class_map.png
Scale bar: 50 microns.
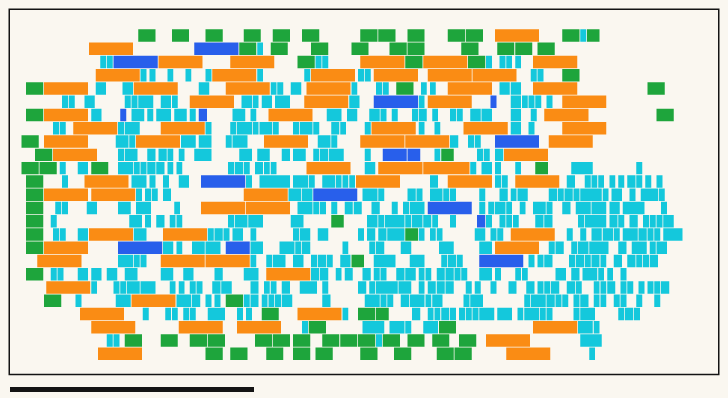
clock_wires.png
Scale bar: 50 microns.
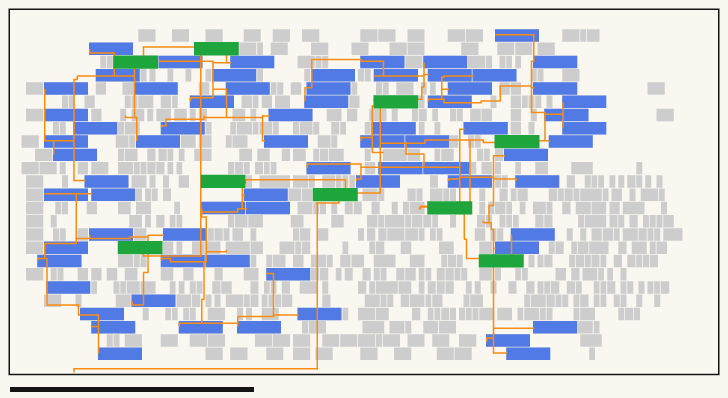
floorplan.png
Pins as bars on the die edge.
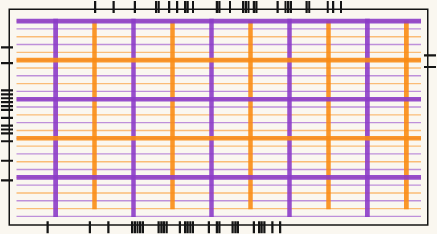
[src/rtl/fadd_pkg.sv]
// Shared types and widths for the single-precision FP add path.
// Contents: field widths, biased-exponent ceiling, the post-adder
// normalizer state encoding and the packed IEEE-754 word layout.
package fadd_pkg;

    localparam int unsigned EXP_W  = 8;
    localparam int unsigned FRAC_W = 23;
    // Adder-stage magnitude: carry + hidden + FRAC_W fraction bits
    localparam int unsigned MAG_W  = FRAC_W + 2;
    // Working fraction after the carry has been folded in: hidden + fraction
    localparam int unsigned F_W    = FRAC_W + 1;
    // One guard bit so exponent arithmetic can never wrap
    localparam int unsigned EXPI_W = EXP_W + 1;

    localparam logic [EXP_W-1:0] EXP_MAX = 8'hFF;

    typedef enum logic [1:0] {
        IDLE  = 2'd0,
        SHIFT = 2'd1,
        DONE  = 2'd2
    } norm_state_t;

    typedef struct packed {
        logic              sign;
        logic [EXP_W-1:0]  exp;
        logic [FRAC_W-1:0] frac;
    } fp32_t;

endpackage

[src/rtl/fadd_lzc_step.sv]
// Leading-zero count over the top SHIFT_PER_CYCLE bits of the working
// fraction; the count saturates at SHIFT_PER_CYCLE when all of them are 0.
// Ports:
//   top_bits  in   SHIFT_PER_CYCLE MSBs of the fraction (MSB = hidden bit)
//   lz_c      out  combinational leading-zero count, 0..SHIFT_PER_CYCLE
module fadd_lzc_step
    import fadd_pkg::*;
#(
    parameter int unsigned SHIFT_PER_CYCLE = 1,
    localparam int unsigned LZ_W = $clog2(SHIFT_PER_CYCLE + 1)
) (
    input  logic [SHIFT_PER_CYCLE-1:0] top_bits,
    output logic [LZ_W-1:0]            lz_c
);

    localparam int SPC = int'(SHIFT_PER_CYCLE);

    // Scan from the least significant position upward so the highest set
    // bit is the last one to overwrite the count.
    always_comb begin
        lz_c = LZ_W'(SHIFT_PER_CYCLE);
        for (int i = SPC - 1; i >= 0; i--) begin
            if (top_bits[SPC-1-i]) begin
                lz_c = LZ_W'(i);
            end
        end
    end

endmodule

[src/rtl/fadd_norm_seq.sv]
// Sequential post-adder normalizer: folds the adder carry, left-normalizes
// cancellation SHIFT_PER_CYCLE bits per cycle and packs an IEEE-754 word.
// Rounding is truncation.
// Optional macro FADD_NORM_FLAGS_EN adds flags[2:0] = {ovf_inf, subnormal, zero}.
// Ports:
//   clk, rst            clock (rising edge), async active-high reset
//   in_valid/in_ready   upstream handshake; in_ready only in IDLE
//   in_sign/in_exp      sign and larger operand's biased exponent
//   in_frac             25-bit magnitude: bit24 carry, bit23 hidden
//   out_valid/out_ready downstream handshake; out_valid only in DONE
//   out                 packed {sign, exp, frac}, held until next result
//   busy                high whenever not IDLE
//   flags               (FADD_NORM_FLAGS_EN) registered with out
module fadd_norm_seq
    import fadd_pkg::*;
#(
    parameter int unsigned SHIFT_PER_CYCLE = 1
) (
    input  logic              clk,
    input  logic              rst,
    input  logic              in_valid,
    output logic              in_ready,
    input  logic              in_sign,
    input  logic [EXP_W-1:0]  in_exp,
    input  logic [MAG_W-1:0]  in_frac,
    output logic              out_valid,
    input  logic              out_ready,
    output logic [31:0]       out,
    output logic              busy
`ifdef FADD_NORM_FLAGS_EN
    ,
    output logic [2:0]        flags
`endif
);

    localparam int unsigned LZ_W = $clog2(SHIFT_PER_CYCLE + 1);

    norm_state_t          state_q, state_d;
    logic                 sign_q, sign_d;
    logic [EXPI_W-1:0]    e_q, e_d;
    logic [F_W-1:0]       f_q, f_d;
    fp32_t                out_q, out_d;
    logic                 in_ready_q, in_ready_d;
    logic                 out_valid_q, out_valid_d;
    logic                 busy_q, busy_d;
`ifdef FADD_NORM_FLAGS_EN
    logic [2:0]           flags_q, flags_d;
`endif

    logic                 in_zero, in_carry, in_done;
    logic [EXPI_W-1:0]    in_e_inc;
    logic [LZ_W-1:0]      lz_step;
    logic [EXPI_W-1:0]    e_m1, lz_eff, step_e;
    logic [F_W-1:0]       step_f;
    logic                 step_exit;
    logic                 load_out;
    logic [EXP_W-1:0]     out_exp;

    // Per-cycle leading-zero count of the window at the top of the fraction
    fadd_lzc_step #(
        .SHIFT_PER_CYCLE (SHIFT_PER_CYCLE)
    ) u_lzc (
        .top_bits (f_q[F_W-1 -: SHIFT_PER_CYCLE]),
        .lz_c     (lz_step)
    );

    // Input classification for the accept cycle
    always_comb begin
        in_zero  = (in_frac == '0);
        in_carry = in_frac[MAG_W-1];
        in_e_inc = {1'b0, in_exp} + EXPI_W'(1);
        in_done  = in_zero || in_carry || in_frac[F_W-1] || (in_exp == '0);
    end

    // One shift step; the cap at e-1 stops normalization at the subnormal floor
    always_comb begin
        e_m1      = e_q - EXPI_W'(1);
        lz_eff    = (EXPI_W'(lz_step) > e_m1) ? e_m1 : EXPI_W'(lz_step);
        step_f    = f_q << lz_eff;
        step_e    = e_q - lz_eff;
        step_exit = step_f[F_W-1] || (step_e == EXPI_W'(1));
    end

    // State register
    always_ff @(posedge clk or posedge rst) begin
        if (rst) begin
            state_q <= IDLE;
        end else begin
            state_q <= state_d;
        end
    end

    // Next-state logic
    always_comb begin
        state_d = state_q;
        case (state_q)
            IDLE:    if (in_valid)  state_d = in_done ? DONE : SHIFT;
            SHIFT:   if (step_exit) state_d = DONE;
            DONE:    if (out_ready) state_d = IDLE;
            default:                state_d = IDLE;
        endcase
    end

    // Datapath and registered-output next values
    always_comb begin
        sign_d = sign_q;
        e_d    = e_q;
        f_d    = f_q;
        out_d  = out_q;
`ifdef FADD_NORM_FLAGS_EN
        flags_d = flags_q;
`endif

        case (state_q)
            IDLE: begin
                if (in_valid) begin
                    sign_d = in_sign;
                    e_d    = {1'b0, in_exp};
                    f_d    = in_frac[F_W-1:0];
                    if (in_zero) begin
                        sign_d = 1'b0;
                        e_d    = '0;
                        f_d    = '0;
                    end else if (in_carry) begin
                        f_d = in_frac[MAG_W-1:1];
                        e_d = in_e_inc;
                        // Carry pushed the exponent to all-ones: infinity
                        if (in_e_inc == EXPI_W'(EXP_MAX)) begin
                            f_d = '0;
                        end
                    end
                end
            end
            SHIFT: begin
                f_d = step_f;
                e_d = step_e;
            end
            default: ;
        endcase

        // e==1 without the hidden bit is a subnormal: exponent field reads 0
        out_exp  = ((e_d == EXPI_W'(1)) && !f_d[F_W-1]) ? '0 : e_d[EXP_W-1:0];
        load_out = (state_q != DONE) && (state_d == DONE);
        if (load_out) begin
            out_d.sign = sign_d;
            out_d.exp  = out_exp;
            out_d.frac = f_d[FRAC_W-1:0];
`ifdef FADD_NORM_FLAGS_EN
            flags_d = {out_exp == EXP_MAX,
                       (out_exp == '0) && (f_d != '0),
                       (out_exp == '0) && (f_d == '0)};
`endif
        end

        in_ready_d  = (state_d == IDLE);
        out_valid_d = (state_d == DONE);
        busy_d      = (state_d != IDLE);
    end

    // Datapath and output registers
    always_ff @(posedge clk or posedge rst) begin
        if (rst) begin
            sign_q      <= 1'b0;
            e_q         <= '0;
            f_q         <= '0;
            out_q       <= '0;
            in_ready_q  <= 1'b1;
            out_valid_q <= 1'b0;
            busy_q      <= 1'b0;
`ifdef FADD_NORM_FLAGS_EN
            flags_q     <= '0;
`endif
        end else begin
            sign_q      <= sign_d;
            e_q         <= e_d;
            f_q         <= f_d;
            out_q       <= out_d;
            in_ready_q  <= in_ready_d;
            out_valid_q <= out_valid_d;
            busy_q      <= busy_d;
`ifdef FADD_NORM_FLAGS_EN
            flags_q     <= flags_d;
`endif
        end
    end

    assign in_ready  = in_ready_q;
    assign out_valid = out_valid_q;
    assign out       = out_q;
    assign busy      = busy_q;
`ifdef FADD_NORM_FLAGS_EN
    assign flags     = flags_q;
`endif

endmodule

[config.mk]
export PLATFORM = sky130hd
export DESIGN_NAME = fadd_norm_seq
export DESIGN_NICKNAME = d
export VERILOG_FILES = /design/src/rtl/fadd_pkg.sv /design/src/rtl/fadd_lzc_step.sv /design/src/rtl/fadd_norm_seq.sv
export SDC_FILE = /design/constraint.sdc
export NUM_CORES = 1
export LEC_CHECK = 0
export ABC_AREA = 1
export CAP_MARGIN = 0
export CORE_ASPECT_RATIO = 0.5
export CORE_MARGIN = 2
export CORE_UTILIZATION = 45
export DETAILED_ROUTE_END_ITERATION = 6
export GPL_ROUTABILITY_DRIVEN = 1
export PLACE_DENSITY = 0.71
export SYNTH_ARGS = -nofsm -noshare
export SYNTH_HDL_FRONTEND = slang
export SYNTH_SLANG_ARGS = --single-unit
[constraint.sdc]
create_clock -name clk -period 9.79 [get_ports clk]
set_input_delay 1.958 -clock clk [delete_from_list [all_inputs] [get_ports clk]]
set_output_delay 1.958 -clock clk [all_outputs]
set_load 0.02 [all_outputs]
==> impl_metrics.json <==
{
  "setup_viol": 0,
  "critPathMaxFanout": 41,
  "finalSetupTns_ns": 0,
  "slew_headroom_pct": 40.3,
  "nonClkBufAreaFrac_pct": 13.9,
  "root_buffer": "clkbuf_16",
  "cp.required_ns": 10.00,
  "endpoint": "out[2]",
  "drive_gt1_share_pct": 5.86,
  "start_kind": "primary input",
  "leakagePower_nw": 2.64,
  "grt.total_usage_pct": 22.7,
  "status": "finished, final reports clean",
  "crit_top_cell": "nand2_1",
  "signal_buffers": 79,
  "p_switching_w": 0.000824,
  "top_power_group": "combinational logic",
  "ir_drop_mv": 0.139,
  "critPathBufInv": 3,
  "layout_top_cell": "nand2_1",
  "pwr-share-comb_pct": 53.5,
  "p_int_w": 0.000972,
  "nWellTaps": 135,
  "cts.sinks": 71,
  "die_h_microns": 74.6,
  "edf_count": 0,
  "rrSetupSlack_ns": 5.67,
  "dominant_cells": "logic gates",
  "wl_per_cell_microns": 14.7,
  "power.density_nw_per_um2": 323,
  "n_antenna_cell": 0,
  "fill_cells": 900,
  "place_congestion": 0.944,
  "grt_pass1_vias": 4031,
  "area_leaders": "dfrtp_1 39%, nand2_1 14%, inv_1 6.4%",
  "cts-resized-gates": 0,
  "path_class": "in2reg",
  "worst_hold_path_type": "reg2reg",
  "synth_cell_types": 40,
  "crit_family": "simple AND/OR/NAND/NOR gates",
  "cp_cell_sequence": "clkdlybuf4s50_1 -> buf_4 -> or2_2 -> inv_1 -> nand4_1 -> nor3_1 -> nand4_1 -> nand2_1 -> a31oi_1 -> o32a_1 -> nand2_4 -> nand3_4 -> nand2_1 -> nand2_1",
  "largest_area_cell": "dfrtp_1",
  "final_antenna_net_count": 0,
  "r2r_start": "e_q[0]",
  "cts_hold_buf": 0,
  "hold_path_end": "out[14]",
  "p_total_w": 0.00180,
  "finalMaxSlewViolations": 0,
  "first_iter_violations": 332,
  "clockBufferCount": 13,
  "portBuffers": 72,
  "seq_cell_power_w": 0.000534,
  "io-pin-count": 73,
  "fp.dieW_microns": 145,
  "viasPerCell": 5.39,
  "hold_violations": 0,
  "ys_async_sr_fraction_pct": 100,
  "synthTopCellsByCount": "164 x nand2_1, 77 x inv_1, 70 x dfrtp_1",
  "crit_path_max_incr_delay_ns": 0.42,
  "r2r_end": "out[2]",
  "pre_cts_ws_ns": 4.64,
  "ys.warnings.count": 0,
  "layout_top_cells": "164 x nand2_1, 76 x inv_1, 72 x clkdlybuf4s50_1",
  "antenna_found_initial": 0,
  "flop_cell": "dfrtp_1",
  "grt_pass1_wl_mm": 19.6,
  "whs_path_depth": 2,
  "path_depth": 14,
  "cts-buffers-inserted": 9,
  "regArea_sq_um": 1780,
  "syn-cell-area_sq_um": 4480,
  "clockBufferDepth": 2,
  "worst_slack_ns": 4.99,
  "cp.arrival_ns": 5.01,
  "yosysSeqAreaShare_pct": 39.6
}
## Picture notes: class_map.png
- cyan: remaining logic cells (cells 500)
- blue: clock drivers and dummy loads (cells 16)
- green: remaining buffers and delay cells (cells 79)
- orange: registers (cells 71)
flop share of the area: 31.9%
fin area: 5570 sq um
Row Count: 25
post-layout util: 58.1%
core area: 9570 sq um

## Picture notes: clock_wires.png
- blue: flip-flops (count 71)
- orange: clock wires (length 947 microns)
- green: clock-net drivers (count 9)
- routed clock nets: 10
Clock Power: 0.000302 W
clock group share of total power: 16.8%
clk_lat worst skew: 0.33 ns

## Picture notes: floorplan.png
- purple: VSS
- orange: VDD
- met5 straps: 5
- signal pins: 73
- rows: 25

## per-layer routing
metal	global-route usage, %	wire [microns]	vias up	part of all wire (%)
li1	-	-	2158	-
met3	4.66	611	14	5.2
met4	6.97	153	0	1.3
met1	30.0	5570	2026	47
met5	0	0	-	0
met2	38.8	5460	117	46
## kinds of logic (layout without fill, tap and decap cells)
family                   Yosys count  count (layout)  synth area share, %
XOR/XNOR                          13              13                 2.54
multiplexers                       3               3                0.670
buffers and inverters            109             175                 9.88
adder cells (fa/ha/maj)            8               8                 2.23
AND/OR/NAND/NOR                  297             297                 29.9
other                              1               1               0.0836
AND-OR/OR-AND                     98              98                 15.0
flip-flops                        71              71                 39.6
Power and IR drop assume default switching activity.
